`src/rtl/instr_encoder_loader.sv`:
```
// instr_encoder_loader: packs symbolic MIPS instructions into 32-bit words
// and streams them sequentially into instruction memory from word 0.
module instr_encoder_loader #(
    parameter int ADDR_WIDTH = 6
) (
    input  logic                  clk,
    input  logic                  rst,
    input  logic                  clr,
    input  logic                  in_valid,
    output logic                  in_ready,
    input  logic [3:0]            op_sel,
    input  logic [4:0]            rs,
    input  logic [4:0]            rt,
    input  logic [4:0]            rd,
    input  logic [15:0]           imm,
    input  logic [25:0]           target,
    output logic                  imem_we,
    output logic [ADDR_WIDTH-1:0] imem_addr,
    output logic [31:0]           imem_wdata,
    output logic [ADDR_WIDTH:0]   word_count,
    output logic                  full,
    output logic                  err
);

    localparam int DEPTH = 2 ** ADDR_WIDTH;
    localparam logic [ADDR_WIDTH:0] DEPTH_CNT = (ADDR_WIDTH + 1)'(DEPTH);

    typedef enum logic [1:0] {
        IDLE,
        WRITE,
        FULL
    } state_t;

    state_t                state_q, state_d;
    logic [ADDR_WIDTH-1:0] wr_ptr_q, wr_ptr_d;
    logic [ADDR_WIDTH:0]   count_q, count_d;
    logic                  we_q, we_d;
    logic [ADDR_WIDTH-1:0] addr_q, addr_d;
    logic [31:0]           wdata_q, wdata_d;
    logic                  full_q, full_d;
    logic                  err_q, err_d;

    logic [31:0]           enc_word;
    logic                  enc_legal;
    logic                  xfer;
    logic [ADDR_WIDTH:0]   count_inc;

    assign in_ready   = (state_q == IDLE) && !clr;
    assign xfer       = in_valid && in_ready;
    assign count_inc  = count_q + 1'b1;

    assign imem_we    = we_q;
    assign imem_addr  = addr_q;
    assign imem_wdata = wdata_q;
    assign word_count = count_q;
    assign full       = full_q;
    assign err        = err_q;

    // Pack the symbolic fields into the word the control path decodes.
    always_comb begin
        enc_word  = 32'd0;
        enc_legal = 1'b1;
        case (op_sel)
            4'd0: enc_word = {6'd0, rs, rt, rd, 5'd0, 6'h20};
            4'd1: enc_word = {6'd0, rs, rt, rd, 5'd0, 6'h22};
            4'd2: enc_word = {6'd0, rs, rt, rd, 5'd0, 6'h24};
            4'd3: enc_word = {6'd0, rs, rt, rd, 5'd0, 6'h25};
            4'd4: enc_word = {6'd0, rs, rt, rd, 5'd0, 6'h2A};
            4'd5: enc_word = {6'd8, rs, rt, imm};
            4'd6: enc_word = {6'd35, rs, rt, imm};
            4'd7: enc_word = {6'd43, rs, rt, imm};
            4'd8: enc_word = {6'd4, rs, rt, imm};
            4'd9: enc_word = {6'd2, target};
            default: enc_legal = 1'b0;
        endcase
    end

    // Next-state logic: accept in IDLE, strobe in WRITE, park in FULL.
    always_comb begin
        state_d  = state_q;
        wr_ptr_d = wr_ptr_q;
        count_d  = count_q;
        we_d     = 1'b0;
        addr_d   = addr_q;
        wdata_d  = wdata_q;
        full_d   = full_q;
        err_d    = 1'b0;
        if (clr) begin
            state_d  = IDLE;
            wr_ptr_d = '0;
            count_d  = '0;
            full_d   = 1'b0;
        end else begin
            case (state_q)
                IDLE: begin
                    if (xfer) begin
                        if (enc_legal) begin
                            addr_d  = wr_ptr_q;
                            wdata_d = enc_word;
                            we_d    = 1'b1;
                            state_d = WRITE;
                        end else begin
                            err_d = 1'b1;
                        end
                    end
                end
                WRITE: begin
                    wr_ptr_d = wr_ptr_q + 1'b1;
                    count_d  = count_inc;
                    if (count_inc == DEPTH_CNT) begin
                        state_d = FULL;
                        full_d  = 1'b1;
                    end else begin
                        state_d = IDLE;
                    end
                end
                FULL: begin
                    state_d = FULL;
                end
                default: begin
                    state_d = IDLE;
                end
            endcase
        end
    end

    // State and registered outputs, synchronous reset wins over everything.
    always_ff @(posedge clk) begin
        if (rst) begin
            state_q  <= IDLE;
            wr_ptr_q <= '0;
            count_q  <= '0;
            we_q     <= 1'b0;
            addr_q   <= '0;
            wdata_q  <= '0;
            full_q   <= 1'b0;
            err_q    <= 1'b0;
        end else begin
            state_q  <= state_d;
            wr_ptr_q <= wr_ptr_d;
            count_q  <= count_d;
            we_q     <= we_d;
            addr_q   <= addr_d;
            wdata_q  <= wdata_d;
            full_q   <= full_d;
            err_q    <= err_d;
        end
    end

endmodule

```
`config.mk`:
```
export PLATFORM = sky130hd
export DESIGN_NAME = instr_encoder_loader
export DESIGN_NICKNAME = d
export VERILOG_FILES = /design/src/rtl/instr_encoder_loader.sv
export SDC_FILE = /design/constraint.sdc
export NUM_CORES = 1
export LEC_CHECK = 0
export ABC_AREA = 1
export CORE_ASPECT_RATIO = 1.5
export CORE_MARGIN = 1.5
export CORE_UTILIZATION = 25
export DETAILED_ROUTE_END_ITERATION = 8
export DONT_BUFFER_PORTS = 1
export GPL_TIMING_DRIVEN = 0
export RECOVER_POWER = 50
export SLEW_MARGIN = 30
export SYNTH_ARGS = -nofsm -noshare
export SYNTH_HDL_FRONTEND = slang
export SYNTH_SLANG_ARGS = --single-unit
```
`constraint.sdc`:
```
create_clock -name clk -period 1.08 [get_ports clk]
set_input_delay 0.162 -clock clk [delete_from_list [all_inputs] [get_ports clk]]
set_output_delay 0.162 -clock clk [all_outputs]
set_load 0.01 [all_outputs]
```
==> changes_impl.md, run 1 <==
### Metrics

* Status: complete, but fails checks
* Violated checks: negative setup slack
* Post-Synthesis Cells at 336
* Async set-or-reset flop fraction in the synthesized netlist at 0%
* Initial antenna violation count at 0
* Grt met2 use at 28.5%
* Setup slack, reg-to-reg at -270 ps
* Sequential fraction of the synthesis area at between 40 and 50%
* Yosys Chip Area at 2450 um^2
* RSZ-0062 raised after global routing: yes
* Final hold slack at 3.78 ps
* Combinational cell fraction of total power at 10.5%
* Comb gate area at 1340 um^2
* Clock skew at approximately 4.7 ps
* Vias in the first global route at 2,416
* Top cell family by delay on the critical path: simple AND/OR/NAND/NOR gates
* Fin worst setup slack at -271 ps
* Final HPWL DP at ~5900 um
* Leading area contributor after synthesis: dfxtp_1
* Power in combinational cells at 0.000442 W
* Post-DP Area at between 2000 and 3000 um^2
* Row cnt at 44
* Worst VDD drop at 0.905 mV
* Setup TNS Final at -9220 ps
* Comb/total area at 43.5%
* Stages on the worst setup path at 6
* Critical Path Start: state_q[0]
* Critical path capture point type: flop
* Initial DRC Count at 78
* EDFF count, synth at 0
* Hold endpoint: imem_wdata[25]
* GR peak layer: met2
* Fin crit period at 1350 ps
* Htree depth at 2
* Wire per inst at 17.4 um
* Routability cong. at 0.800
* Synth top cell by count: nand2_1
* Hold Path Class: primary input to flop
* Top cell type's share of synthesized area at 44.1%
* Reg clk slew, reported paths at 70 ps
* Clk pwr share at 37.9%
* I/O Buffers at 0
* Die Wd at 83.8 um
* Clock network area share at approximately 4.6%
* # hold bufs at CTS at 1
* P_clk at 0.00160 W
* First-pass GRT wire length at 12,600 um
* Post-route insts no fill at 468
* Final Power at 0.00421 W
* Switch share at 26.6%
* Sequential share of power at between 50% and 60%
* Largest register FFs at 30
* Critical Path Slowest Stage Cell: dfxtp_2
* Post-synthesis cell count from yosys at 336
* Max Freq at ~0.74 GHz
* Critical-path cell list: inv_2 > nand4_1 > nor2_4 > buf_6 > buf_8 > a31oi_1
* Worst slack, placed at -268 ps
* Signal buf overhead at 7.77%
* Clock root cell: clkbuf_16
* Post-synth cell types at 30
* Synth-to-layout area growth at 26.2%
* Reg2reg end: imem_wdata[8]
* Final Max Tran Viols at 0
* Critical Path AT at 1520 ps
* Die ar. at 10,400 um^2
* Final Hold Violating Endpoints at 0
* Dpl cells at 451
* GRT met3 Usage at between 5 and 6%
* # clk buffers at 5
* Flops after synth at 54
* 1st-pass router iterations at 5
* Number of max-cap violations at 0
* Xor/xnor share at less than 1%
* Post-CTS Setup Bufs at 3
* Leak at 1.22 nW
* Nets at about 420
* Pwr Density at 1360 nW/um^2
* Post-synth top flop: dfxtp_1
* DRC viols at 0
* Detail Route Antenna Nets at 0
* WL met1 at 3000 um
* Final period util at 125%
* I/O pin count at ~110
* Clock Tree Buf Depth at 2
* Antenna diode count at 0
* Pwr top: registers
* Most frequent logic cell in the layout: nand2_1
* CTS Buf Count at 5
* CTS resizes at 28
* Buf/Inv on CP at 3
* Reg2reg path depth at 6
* Log Warnings at 30
* Slew headroom at 64.9%
* GR Util All Layers at ~15%
* CP max stage delay at 340 ps
* Cell Int Power at just over 0.003 W
* Biggest area cells: dfxtp_1, nand2_1, a21oi_1, o21ai_0, nor2_1
* Adder share at 1.53%
* Critical path class: flop to flop
* Vias per cell at 5.05
* Switching power total at ~0.0011 W
* Top class by area: logic gates
* Synth mux share at 0%
* Floorplan net count at 404
* Non-clock inverters at 33
* Met2 Wirelength at 4300 um
* Simple-gate share of the synthesized area at approximately 22%
* Highest routed metal layer: met4
* Multi-input gates at roughly 230
* Critical Path End: imem_wdata[8]
* Final setup fails at 48
==> run_1/placed.png <==
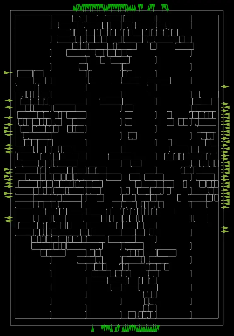
floorplan core area: 9580 um^2
final sequential cell count: 54
Taps Inserted: 115

==> run_1/ff_map.png <==
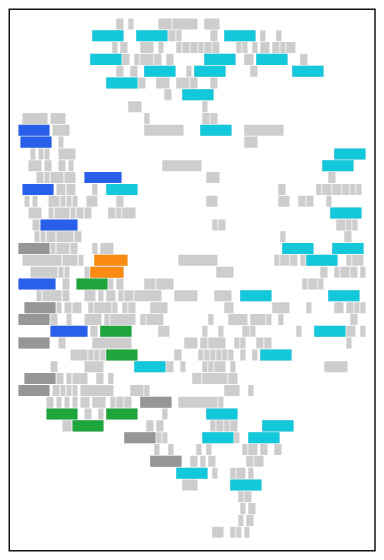
legend:
  state_q:
    color: orange
    flops: 2
  wr_ptr_q:
    color: green
    flops: 6
  imem_wdata:
    color: cyan
    flops: 30
    where: widely spread
  word_count:
    color: blue
    flops: 7
not colored: 9
sequential cell area: 1100 um^2
post-layout util: 32.3%
sequential share of cell area: 35.5%
Power Sequential: 0.00217 W

==> run_1/closeup.png <==
The bar under the picture is 20 um long. Window x 0 to 50, y 6 to 56 um. Cells in gray, sequential cells in the stronger gray; small squares are vias.
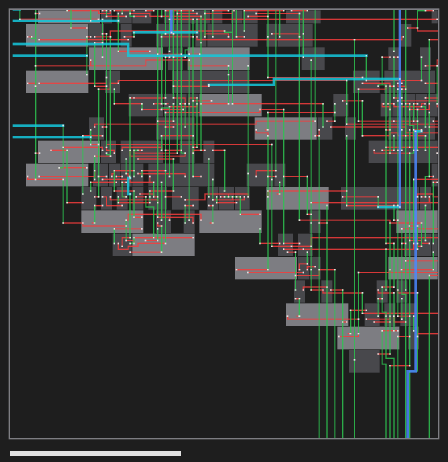
legend:
  M2:
    color: green
  M4:
    color: blue
  M3:
    color: cyan
  M1:
    color: red
netlist names of flops here include: imem_addr (6), wr_ptr_q (5), imem_wdata (4)
cells with their middle in the window: 106
most frequent: dfxtp_1 (17), nand2_1 (16), nor2_1 (15)
sequential cells in the window: 18

## Run 2: what changed since run 1
--- a/config.mk
+++ b/config.mk
@@ -6,6 +6,7 @@
 export NUM_CORES = 1
 export LEC_CHECK = 0
 export ABC_AREA = 1
+export CAP_MARGIN = 15
 export CORE_ASPECT_RATIO = 1.5
 export CORE_MARGIN = 1.5
 export CORE_UTILIZATION = 25
==> run_2/route_heat.png <==
The bar under the picture is 20 um long. The die is cut into 17 by 25 equal tiles; black is low, pale yellow is high, scaled to the fullest tile. Values are wire area over tile area, all layers added.
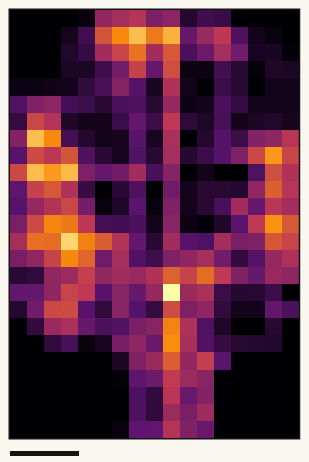
densest ninth of the die: middle left
nearly empty tiles: 22%
fullest tile: 0.53
mean over tiles: 0.13
DRT Wirelength: 8160 um
Vias: 2,365
GR Util All Layers: 15.4%
wire per inst: 17.4 um

==> run 2 against run 1 <==
Effect of this change:
- the run still ends with negative setup slack left
- utilization unchanged
- synthesized area unchanged
- count of clock-buffer cells in the layout unchanged
- clock skew unchanged
- power unchanged
- hold slack unchanged
- critical path type unchanged
- largest power group unchanged
==> changes_impl.md, run 2 <==
### Metrics

* Critical Path Start: state_q[0]
* Top cell type's share of synthesized area at 44.1% (unchanged)
* Dpl cells at 451 (unchanged)
* Number of max-cap violations at 0 (unchanged)
* I/O Buffers at 0 (unchanged)
* Worst slack, placed at -268 ps (unchanged)
* Critical-path cell list: inv_2 > nand4_1 > nor2_4 > buf_6 > buf_8 > a31oi_1
* Switching power total at 0.00112 W (unchanged)
* # clk buffers at 5 (unchanged)
* Non-clock inverters at 33 (unchanged)
* Post-layout util at 32.3% (unchanged)
* Yosys Chip Area at 2450 um^2 (unchanged)
* Top cell family by delay on the critical path: simple AND/OR/NAND/NOR gates
* Post-Synthesis Cells at 336 (unchanged)
* Max Freq at 0.740 GHz (unchanged)
* Post-synth cell types at 30 (unchanged)
* Routability cong. at 0.800 (unchanged)
* Sequential share of power at 51.6% (about the same)
* GRT met3 Usage at 5.59% (unchanged)
* Clk pwr share at 37.9% (about the same)
* Synth-to-layout area growth at 26.2% (unchanged)
* Stages on the worst setup path at 6 (unchanged)
* Comb gate area at 1340 um^2 (unchanged)
* Signal buf overhead at 7.77% (unchanged)
* Pwr Density at 1360 nW/um^2 (unchanged)
* Flops after synth at 54 (unchanged)
* Simple-gate share of the synthesized area at 21.7% (unchanged)
* Setup TNS Final at -9220 ps (unchanged)
* Critical Path AT at 1520 ps (about the same)
* Reg clk slew, reported paths at 70 ps (about the same)
* Die Wd at 83.8 um (unchanged)
* Power Sequential at 0.00217 W (about the same)
* Power in combinational cells at 0.000442 W (about the same)
* Post-route insts no fill at 468 (unchanged)
* Final setup fails at 48 (unchanged)
* Floorplan net count at 404 (unchanged)
* Status: complete, but fails checks
* # hold bufs at CTS at 1 (unchanged)
* Worst VDD drop at 0.905 mV (unchanged)
* Clock skew at 4.74 ps (unchanged)
* Grt met2 use at 28.5% (unchanged)
* Slew headroom at 64.9% (unchanged)
* Top class by area: logic gates
* Most frequent logic cell in the layout: nand2_1
* Pwr top: registers
* Comb/total area at 43.5% (unchanged)
* Reg2reg path depth at 6 (unchanged)
* Buf/Inv on CP at 3 (unchanged)
* Largest register FFs at 30 (unchanged)
* I/O pin count at 114 (unchanged)
* Multi-input gates at 232 (unchanged)
* P_clk at 0.00160 W (about the same)
* Clock network area share at 4.57% (unchanged)
* Switch share at 26.6% (unchanged)
* Sequential cell area at 1100 um^2 (unchanged)
* CTS resizes at 28 (unchanged)
* Hold Path Class: primary input to flop
* Final Power at 0.00421 W (unchanged)
* Htree depth at 2 (unchanged)
* CTS Buf Count at 5 (unchanged)
* Critical Path End: imem_wdata[8]
* Setup slack, reg-to-reg at -270 ps (about the same)
* First-pass GRT wire length at 12,600 um (unchanged)
* Sequential share of cell area at 35.5% (unchanged)
* Synth top cell by count: nand2_1
* Log Warnings at 30 (unchanged)
* Critical path class: flop to flop
* Taps Inserted at 115 (unchanged)
* Combinational cell fraction of total power at 10.5% (about the same)
* Post-synthesis cell count from yosys at 336 (unchanged)
* Adder share at 1.53% (unchanged)
* Final HPWL DP at 5850 um (unchanged)
* Initial antenna violation count at 0 (unchanged)
* Clock Tree Buf Depth at 2 (unchanged)
* Highest routed metal layer: met4
* Floorplan core area at 9580 um^2 (unchanged)
* Xor/xnor share at 0.715% (unchanged)
* GR peak layer: met2
* Post-synth top flop: dfxtp_1
* Violated checks: negative setup slack
* Biggest area cells: dfxtp_1, nand2_1, a21oi_1, o21ai_0, nor2_1
* DRC viols at 0 (unchanged)
* Fin worst setup slack at -271 ps (unchanged)
* Final Max Tran Viols at 0 (unchanged)
* Final period util at 125% (unchanged)
* Leak at 1.22 nW (unchanged)
* Synth mux share at 0% (unchanged)
* Detail Route Antenna Nets at 0 (unchanged)
* Final hold slack at 3.78 ps (unchanged)
* Reg2reg end: imem_wdata[8]
* Vias per cell at 5.05 (unchanged)
* Post-DP Area at 2680 um^2 (unchanged)
* Final Hold Violating Endpoints at 0 (unchanged)
* CP max stage delay at 340 ps (about the same)
* 1st-pass router iterations at 5 (unchanged)
* WL met1 at 3000 um (unchanged)
* Initial DRC Count at 78 (unchanged)
* Critical path capture point type: flop
* Leading area contributor after synthesis: dfxtp_1
* Async set-or-reset flop fraction in the synthesized netlist at 0% (unchanged)
* RSZ-0062 raised after global routing: yes
* Antenna diode count at 0 (unchanged)
* Hold endpoint: imem_wdata[25]
* Vias in the first global route at 2,416 (unchanged)
* EDFF count, synth at 0 (unchanged)
* Final sequential cell count at 54 (unchanged)
* Met2 Wirelength at 4300 um (unchanged)
==> run_2/class_map.png <==
Fill, decap, tap and diode cells in gray.
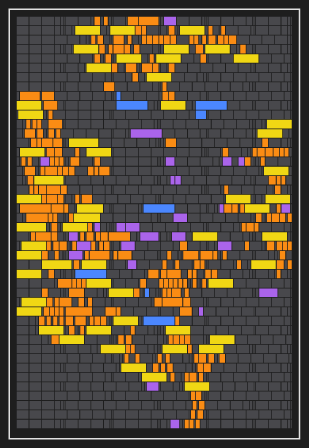
legend:
  registers:
    color: yellow
    cells: 54
  clock drivers and dummy loads:
    color: blue
    cells: 8
  remaining buffers and delay cells:
    color: purple
    cells: 26
  remaining logic cells:
    color: orange
    cells: 265
design area: 3090 um^2
row cnt: 44

## Run 3: what changed since run 2
--- a/config.mk
+++ b/config.mk
@@ -6,14 +6,12 @@
 export NUM_CORES = 1
 export LEC_CHECK = 0
 export ABC_AREA = 1
-export CAP_MARGIN = 15
 export CORE_ASPECT_RATIO = 1.5
-export CORE_MARGIN = 1.5
+export CORE_MARGIN = 3
 export CORE_UTILIZATION = 25
 export DETAILED_ROUTE_END_ITERATION = 8
 export DONT_BUFFER_PORTS = 1
 export GPL_TIMING_DRIVEN = 0
-export RECOVER_POWER = 50
 export SLEW_MARGIN = 30
 export SYNTH_ARGS = -nofsm -noshare
 export SYNTH_HDL_FRONTEND = slang
==> run_3/ff_map.png <==
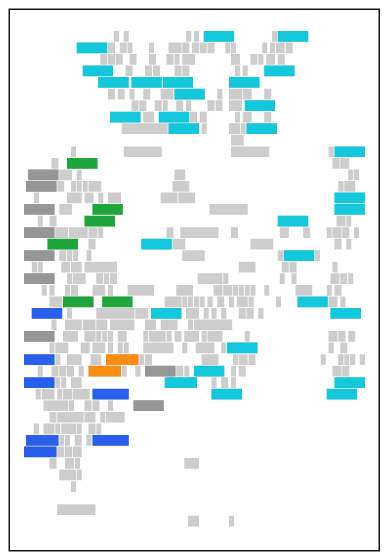
legend:
  state_q:
    color: orange
    flops: 2
  imem_wdata:
    color: cyan
    flops: 30
  word_count:
    color: blue
    flops: 7
  wr_ptr_q:
    color: green
    flops: 6
    where: middle left
not colored: 9
sequential cell area: 1090 um^2
post-layout util: 33.4%

==> run 3 against run 2 <==
Effect of this change:
- the flow still finishes with violations (negative setup slack)
- combinational power rose by 4.8%
- register-to-register slack barely moved
- clock skew rose by 2.8 ps
- first-iteration DRC count rose by 17%
- via count fell by 1.1%
- sequential power barely moved
- global-route usage fell by 1.4 points
- critical path type unchanged
- critical endpoint is now imem_wdata[6]
- largest cell class unchanged
==> changes_impl.md, run 3 <==
### Metrics

* Stages on the worst setup path at 7 (+1)
* GR Util All Layers at 14.0% (-1.4 points)
* Synth mux share at 0% (unchanged)
* Leak at 1.25 nW (+3.1%)
* CTS Buf Count at 5 (unchanged)
* Leading area contributor after synthesis: dfxtp_1
* Switch share at 25.6% (-0.97 points)
* P_clk at 0.00189 W (+18%)
* Pwr Density at 1440 nW/um^2 (+5.8%)
* Multi-input gates at 232 (unchanged)
* Taps Inserted at 112 (-2.6%)
* I/O pin count at 114 (unchanged)
* Met2 Wirelength at 4240 um (-1.4%)
* Violated checks: negative setup slack
* Biggest area cells: dfxtp_1, nand2_1, a21oi_1, o21ai_0, nor2_1
* Post-route insts no fill at 467 (-0.21%)
* Critical Path AT at 1520 ps (about the same)
* Final hold slack at 9.81 ps (+6.03 ps)
* Reg clk slew, reported paths at 80 ps (about the same)
* Critical Path End: imem_wdata[6]
* Signal buf overhead at 8.53% (+0.76 points)
* Clock Tree Buf Depth at 2 (unchanged)
* Post-synthesis cell count from yosys at 336 (unchanged)
* Sequential share of cell area at 34.9% (-0.67 points)
* GRT met3 Usage at 5.23% (-0.36 points)
* GR peak layer: met2
* DRT Wirelength at 8200 um (+0.58%)
* Die Wd at 86.8 um (+3.6%)
* Top class by area: logic gates
* Vias at 2,340 (-1.1%)
* Clk pwr share at 41.7% (+3.8 points)
* Combinational cell fraction of total power at 10.2% (-0.3 points)
* Vias in the first global route at 2,239 (-7.3%)
* Yosys Chip Area at 2450 um^2 (unchanged)
* Buf/Inv on CP at 4 (+1)
* Post-Synthesis Cells at 336 (unchanged)
* Antenna diode count at 0 (unchanged)
* RSZ-0062 raised after global routing: yes
* Top cell family by delay on the critical path: buffers and inverters
* Initial DRC Count at 91 (+17%)
* Row cnt at 43 (-2.3%)
* Dpl cells at 448 (-0.67%)
* Number of max-cap violations at 0 (unchanged)
* Post-synth cell types at 30 (unchanged)
* Switching power total at 0.00116 W (+3.6%)
* EDFF count, synth at 0 (unchanged)
* Worst VDD drop at 0.954 mV (+5.4%)
* Comb gate area at 1340 um^2 (-0.19%)
* Max Freq at 0.748 GHz (+1.0%)
* Post-DP Area at 2680 um^2 (-0.14%)
* Power in combinational cells at 0.000463 W (+4.8%)
* # hold bufs at CTS at 1 (unchanged)
* Design area at 3140 um^2 (+1.6%)
* Htree depth at 2 (unchanged)
* # clk buffers at 5 (unchanged)
* Most frequent logic cell in the layout: nand2_1
* CTS resizes at 13 (-54%)
* Critical path capture point type: flop
* Simple-gate share of the synthesized area at 21.7% (unchanged)
* Hold Path Class: primary input to flop
* Final sequential cell count at 54 (unchanged)
* Final Max Tran Viols at 0 (unchanged)
* Critical-path cell list: inv_2 > nand4_1 > nor2_4 > buf_12 > buf_8 > clkbuf_16 > a31oi_1
* Power Sequential at 0.00217 W (about the same)
* Clock network area share at 5.50% (+0.92 points)
* Slew headroom at 59.4% (-5.5 points)
* Critical path class: flop to flop
* Clock skew at 7.57 ps (+2.83 ps)
* Final setup fails at 54 (+13%)
* DRC viols at 0 (unchanged)
* First-pass GRT wire length at 11,800 um (-6.0%)
* Reg2reg path depth at 7 (+1)
* WL met1 at 3140 um (+4.6%)
* Wire per inst at 17.6 um (+0.79%)
* Fin worst setup slack at -257 ps (+14.0 ps)
* Detail Route Antenna Nets at 0 (unchanged)
* Synth top cell by count: nand2_1
* Synth-to-layout area growth at 28.2%
* Grt met2 use at 24.5% (-4.0 points)
* CP max stage delay at 340 ps (about the same)
* Largest register FFs at 30 (unchanged)
* Status: complete, but fails checks
* Pwr top: registers
* Final Hold Violating Endpoints at 0 (unchanged)
==> run_3/closeup.png <==
The bar under the picture is 20 um long. Window x 0 to 50, y 7 to 57 um. Cells in gray, sequential cells in the stronger gray; small squares are vias.
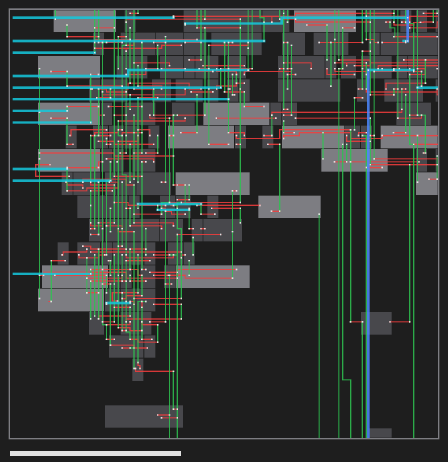
legend:
  M1:
    color: red
  M2:
    color: green
  M4:
    color: blue
  M3:
    color: cyan
most frequent: inv_1 (17), nand2_1 (9), nor2_1 (9)
netlist names of flops here include: word_count (7), imem_wdata (3), state_q (2)
cells with their middle in the window: 109
sequential cells in the window: 15

No activity file was given, so power comes from the tool's default toggle rates.
